[src/rtl/rv32i_pkg.sv]
// Shared RV32I definitions used by the fetch path.
// Fetch sequencing states and constants live here.
package rv32i_pkg;

  localparam int XLEN          = 32;
  localparam int FETCH_TIMEOUT = 255;
  localparam int FETCH_TO_W    = $clog2(FETCH_TIMEOUT + 1);

  localparam logic [31:0] NOP_INSTR = 32'h0000_0013;

  typedef enum logic [1:0] {
    IDLE = 2'd0,
    REQ  = 2'd1,
    WAIT = 2'd2,
    DROP = 2'd3
  } fetch_state_e;

endpackage

[src/rtl/fetch_timeout_cnt.sv]
// Cycle counter for an outstanding fetch.
// Saturates at TIMEOUT and raises tc there.
module fetch_timeout_cnt #(
  parameter int TIMEOUT = 255,
  parameter int W       = $clog2(TIMEOUT + 1)
) (
  input  logic clk,
  input  logic rst_n,
  input  logic clear,
  input  logic en,
  output logic tc
);

  logic [W-1:0] cnt;

  assign tc = (cnt == W'(TIMEOUT));

  always_ff @(posedge clk or negedge rst_n) begin
    if (!rst_n) begin
      cnt <= '0;
    end else if (clear) begin
      cnt <= '0;
    end else if (en && !tc) begin
      cnt <= cnt + W'(1);
    end
  end

endmodule

[src/rtl/fetch_ctrl.sv]
// Fetch-stage sequencer for a req/gnt/rvalid instruction memory.
// Holds PCF until decode accepts the fetched instruction.
module fetch_ctrl
  import rv32i_pkg::*;
#(
  parameter int DPW     = XLEN,
  parameter int TIMEOUT = FETCH_TIMEOUT
) (
  input  logic           clk,
  input  logic           rst_n,
  input  logic [DPW-1:0] pcF,
  input  logic           flush_i,
  input  logic           stall_hz_i,
  output logic           stallF_o,
  output logic           imem_req_o,
  output logic [DPW-1:0] imem_addr_o,
  input  logic           imem_gnt_i,
  input  logic           imem_rvalid_i,
  input  logic [31:0]    imem_rdata_i,
  input  logic           imem_err_i,
  output logic [31:0]    instrF_o,
  output logic           instr_validF_o,
  output logic           fetch_err_o
);

  fetch_state_e state, state_d;

  logic        hold_full;
  logic [31:0] hold;
  logic        hold_set, hold_clr;
  logic        to_err, tc;
  logic        waiting, live_rv;
  logic        cnt_en, cnt_clr;
  logic [31:0] resp_data;

  assign waiting   = (state == WAIT) && !hold_full;
  assign live_rv   = waiting && imem_rvalid_i && !flush_i;
  assign resp_data = imem_err_i ? NOP_INSTR : imem_rdata_i;

  assign cnt_en  = waiting || (state == DROP);
  assign cnt_clr = (imem_req_o && imem_gnt_i) || !cnt_en;

  fetch_timeout_cnt #(
    .TIMEOUT (TIMEOUT)
  ) u_to (
    .clk   (clk),
    .rst_n (rst_n),
    .clear (cnt_clr),
    .en    (cnt_en),
    .tc    (tc)
  );

  always_comb begin
    state_d    = state;
    hold_set   = 1'b0;
    hold_clr   = 1'b0;
    imem_req_o = 1'b0;
    to_err     = 1'b0;
    unique case (state)
      IDLE: state_d = REQ;
      REQ: begin
        imem_req_o = 1'b1;
        if (imem_gnt_i) state_d = flush_i ? DROP : WAIT;
      end
      WAIT: begin
        if (hold_full) begin
          if (flush_i || !stall_hz_i) begin
            hold_clr = 1'b1;
            state_d  = REQ;
          end
        end else if (imem_rvalid_i) begin
          if (flush_i)         state_d  = REQ;
          else if (stall_hz_i) hold_set = 1'b1;
          else                 state_d  = REQ;
        end else if (flush_i) begin
          state_d = DROP;
        end else if (tc) begin
          to_err  = 1'b1;
          state_d = REQ;
        end
      end
      DROP: if (imem_rvalid_i || tc) state_d = REQ;
      default: state_d = IDLE;
    endcase
  end

  always_ff @(posedge clk or negedge rst_n) begin
    if (!rst_n) begin
      state     <= IDLE;
      hold_full <= 1'b0;
      hold      <= NOP_INSTR;
    end else begin
      state <= state_d;
      if (hold_set) begin
        hold_full <= 1'b1;
        hold      <= resp_data;
      end else if (hold_clr) begin
        hold_full <= 1'b0;
      end
    end
  end

  assign imem_addr_o    = pcF;
  assign instr_validF_o = hold_full || live_rv;
  assign stallF_o       = !(instr_validF_o && !stall_hz_i);
  assign fetch_err_o    = (live_rv && imem_err_i) || to_err;

  always_comb begin
    instrF_o = NOP_INSTR;
    if (hold_full)    instrF_o = hold;
    else if (live_rv) instrF_o = resp_data;
  end

endmodule
[config.mk]
export PLATFORM = sky130hd
export DESIGN_NAME = fetch_ctrl
export DESIGN_NICKNAME = d
export VERILOG_FILES = /design/src/rtl/rv32i_pkg.sv /design/src/rtl/fetch_timeout_cnt.sv /design/src/rtl/fetch_ctrl.sv
export SDC_FILE = /design/constraint.sdc
export NUM_CORES = 1
export LEC_CHECK = 0
export CORE_MARGIN = 2
export CORE_UTILIZATION = 40
export CTS_CLUSTER_DIAMETER = 100
export DETAILED_ROUTE_END_ITERATION = 7
export PLACE_DENSITY = 0.86
export RECOVER_POWER = 25
export SKIP_LAST_GASP = 1
export SYNTH_ARGS = -nofsm -noshare
export SYNTH_HDL_FRONTEND = slang
export SYNTH_SLANG_ARGS = --single-unit
export TNS_END_PERCENT = 100
[constraint.sdc]
create_clock -name clk -period 2 [get_ports clk]
set_input_delay 0.4 -clock clk [delete_from_list [all_inputs] [get_ports clk]]
set_output_delay 0.4 -clock clk [all_outputs]
set_load 0.02 [all_outputs]
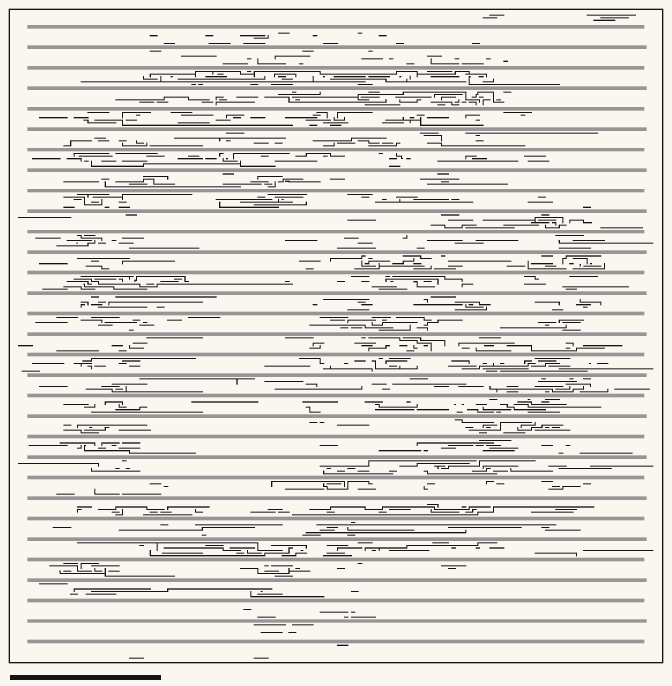
**Above:** run 1 (the metal 1 layer).
The bar under the picture is 20 µm long. Supply wires on this layer in grey.
nets with wire on the layer	346
wire length on this layer	2750 µm

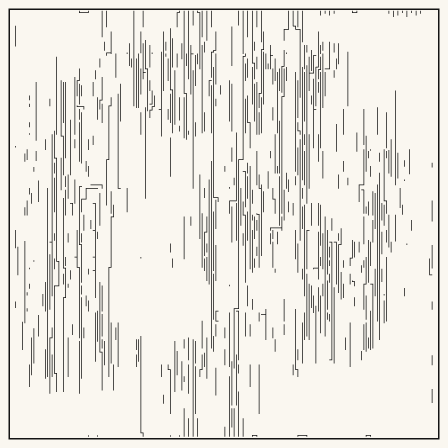
**Above:** run 1 (M2 wires).
main direction	vertical
wire length on this layer	3250 µm

==> flow_summary.ini, run 1 <==
; physical design summary
[logic_synthesis]
synth_seq_share = 0.396
ys_types = 39
postSynthCellCount = 291
adder_share = 0.0184
synthMuxAreaShare = 0.0129
ys_chip_area_um2 = 2730
yosys_warnings = 0
syn_avg_cell_area_um2 = 9.36
logic_family = AND-OR/OR-AND gates
synthesis.nets = 366
ys_top_cells_by_area = dfrtp_1 (37%), a32o_1 (11%), o21ai_2 (10%)
synthArstFlopShare = 1.00
simple_gate_share = 0.164

[layout]
layout.non_clock_buffers = 116
seqCellArea_um2 = 1080
dominant_cells = multi-input combinational cells
biggestRegsByFlops = hold: 32 flops, u_to.cnt: 8 flops, state: 2 flops
fin_area_um2 = 3610
comb_share = 0.355
final-nonclk-buf-share = 0.284
largest_reg_flops = 32
inverters = 5
regMostFlops = hold
drive_gt1_frac = 0.387
mi_logic_area_um2 = 1280
seq-cell-share = 0.299

[worst_setup_path]
crit_type = reg2out
cp-startpoint = state[0]
worst-path-buf-inv = 3
regToRegStartpoint = state[0]
worstPathCellList = inv_2, ha_4, and4bb_4, buf_16, a21oi_1, clkdlybuf4s15_2
cp_num_cells = 6
arrival_ns = 1.75
cp-start-kind = register
cp.required_ns = 1.60

[sta]
whs_ns = 0.286
clock_skew_ns = 0.00381
rsz0062_at_grt = true
setup_viol = 32
layout_setup_ws_ns = -0.145
slew_headroom = 0.265
finalHoldViolCount = 0

[global_route]
top_usage_layer = met2
grt_first_pass_wirelength_um = 10800
overflow = 0
gr-usage-met3 = 0.0362

[power]
power_switching_mw = 1.34
powerDensity_nw_per_um2 = 1010
p_int_mw = 2.30
report.power.total_mw = 3.64
pwr-share-comb = 0.467
seq_power_mw = 1.33
sequentialPowerShare = 0.366
leakagePower_nw = 1.70
largestPowerGroup = combinational logic
pwr-share-clk = 0.167

[clock_tree]
clkSlewWorstSetupHoldPaths_ns = 0.08
ctsLongestPathBuffers = 2
cts_buffers = 5
cts_root_buffer = clkbuf_8
cts_setup_buffers = 3
cts_hold_buf = 0

[route]
drtIter0Drc = 115
vias = 2298
wl_met3_um = 382
dr_wl_met2_um = 3250
drc_errors = 0
antenna_left = 0
first_pass_iters = 4

[run]
drv_cap = 0

[floorplan]
num_rows = 30
fp-utilization = 0.408
coreArea_um2 = 6680
io_pins = 139
chip_area_um2 = 7490
tap_cells = 80

[hold_path]
worstHoldPathType = in2async

[status]
violations = setup timing
outcome = complete, but fails checks

[placed_design]
dp_worst_setup_slack_ns = -0.591
finalWeightedCongestion = 0.826
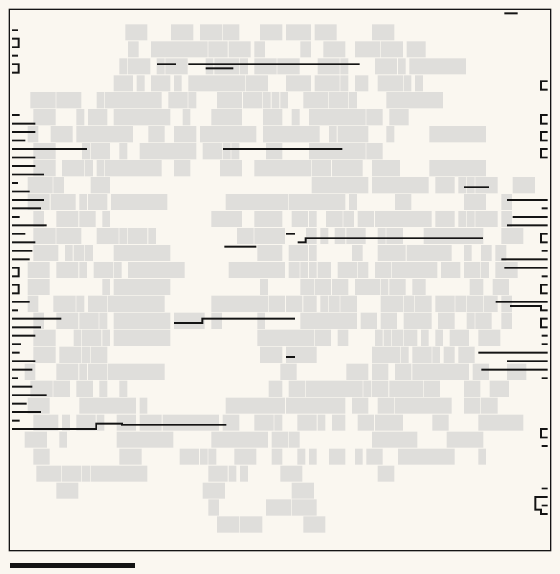
**Above:** run 1 (signal wires on met3).
The bar under the picture is 20 µm long.
wire length on this layer	382 µm
longest straight run	28.3 µm
main direction	horizontal
share of all routed wire	5.9%

==> run 2: changes to the inputs <==
- TNS_END_PERCENT: 100 -> 50
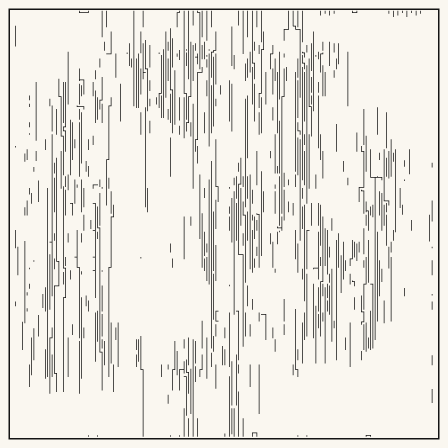
**Above:** run 2 (M2 wires).
Routed WL: 6480 µm
via count: 2329
met2 Usage GRT: 0.322

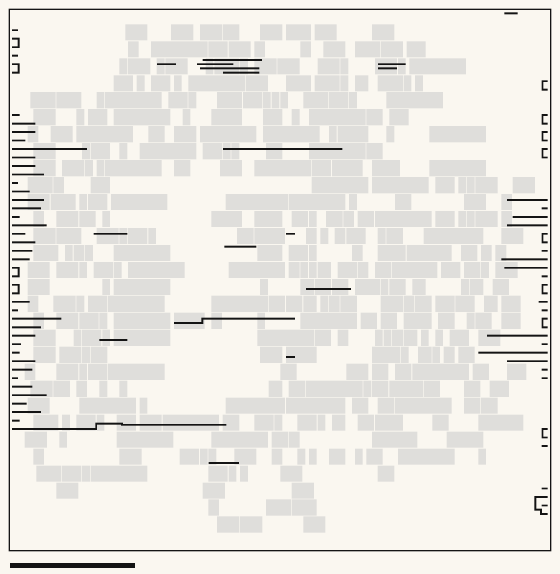
**Above:** run 2 (signal wires on met3).
The bar under the picture is 20 µm long.
met3 Use GR: 0.0352

==> run 2 against run 1 <==
  * The run still ends with setup timing left
  * Area after synthesis is the same
  * Via count rose by 1.3%
  * Non-clock buffer count did not move
  * Total power about the same
  * Global-route usage unchanged
  * Worst setup slack lost 0.00085 ns
  * Worst hold slack better by 0.0012 ns
  * Final cell count is the same
  * Clock skew is essentially flat
  * Critical path type unchanged
  * Largest power group unchanged
==> flow_summary.ini, run 2 <==
; physical design summary
[status]
outcome = complete, but fails checks
violations = setup timing

[power]
pwr-share-clk = 0.167
pwr-share-comb = 0.467
leakagePower_nw = 1.70
power_switching_mw = 1.34
largestPowerGroup = combinational logic
sw_frac_of_total = 0.368
ir_worst_vdd_v = 0.000454
report.power.total_mw = 3.64
sequentialPowerShare = 0.366
seq_power_mw = 1.33
p_int_mw = 2.30

[logic_synthesis]
synthesis.nets = 366
yosys_warnings = 0
postSynthCellCount = 291
yosys.area_share.xor_xnor = 0.00643
ys_top_cells_by_area = dfrtp_1 (37%), a32o_1 (11%), o21ai_2 (10%)
synthArstFlopShare = 1.00
ys_chip_area_um2 = 2730
adder_share = 0.0184
synthMuxAreaShare = 0.0129
top_area_cell = dfrtp_1
simple_gate_share = 0.164
ys_cells = 291
logic_family = AND-OR/OR-AND gates
synth_seq_share = 0.396

[floorplan]
tap_cells = 80
num_rows = 30
chip_area_um2 = 7490
io_pins = 139
fp-utilization = 0.408
coreArea_um2 = 6680

[layout]
comb_share = 0.354
flop-count = 43
biggestRegsByFlops = hold: 32 flops, u_to.cnt: 8 flops, state: 2 flops
drive_gt1_frac = 0.376
fillers = 625
regMostFlops = hold
fin_area_um2 = 3620
inverters = 5
mi_logic_area_um2 = 1280
logic_gate_count = 190
dominant_cells = multi-input combinational cells
largest_reg_flops = 32
seq-cell-share = 0.299
final-nonclk-buf-share = 0.285
layout.non_clock_buffers = 116

[clock_tree]
clkSlewWorstSetupHoldPaths_ns = 0.08
cts_root_buffer = clkbuf_8
cts_hold_buf = 0
ctsLongestPathBuffers = 2
cts_setup_buffers = 3
cts_buffers = 5

[sta]
worst_pin_slew_ns = 1.11
clock_skew_ns = 0.00361
layout_setup_ws_ns = -0.146
slew_headroom = 0.261
setup_viol = 34
whs_ns = 0.288
finalHoldViolCount = 0
rsz0062_at_grt = true

[worst_setup_path]
cp.required_ns = 1.60
arrival_ns = 1.75
worst-path-buf-inv = 3
crit_type = reg2out
regToRegStartpoint = state[0]
worstPathCellList = inv_2, ha_4, and4bb_4, buf_16, a21oi_1, clkdlybuf4s15_2
cp_num_cells = 6
cp-startpoint = state[0]
cp-start-kind = register

[global_route]
top_usage_layer = met2
overflow = 0
grt_first_pass_wirelength_um = 10800

[placed_design]
place_area_um2 = 3500
numPortBuffers = 74
finalWeightedCongestion = 0.826
dp_worst_setup_slack_ns = -0.591

[run]
drv_cap = 0

[route]
drtIter0Drc = 120
drc_errors = 0
antenna_left = 0
wl_met3_um = 357
first_pass_iters = 4
dr_wl_met2_um = 3210

[hold_path]
worstHoldPathType = in2async
Power figures rest on the tool's default switching activity, not on a simulated workload.
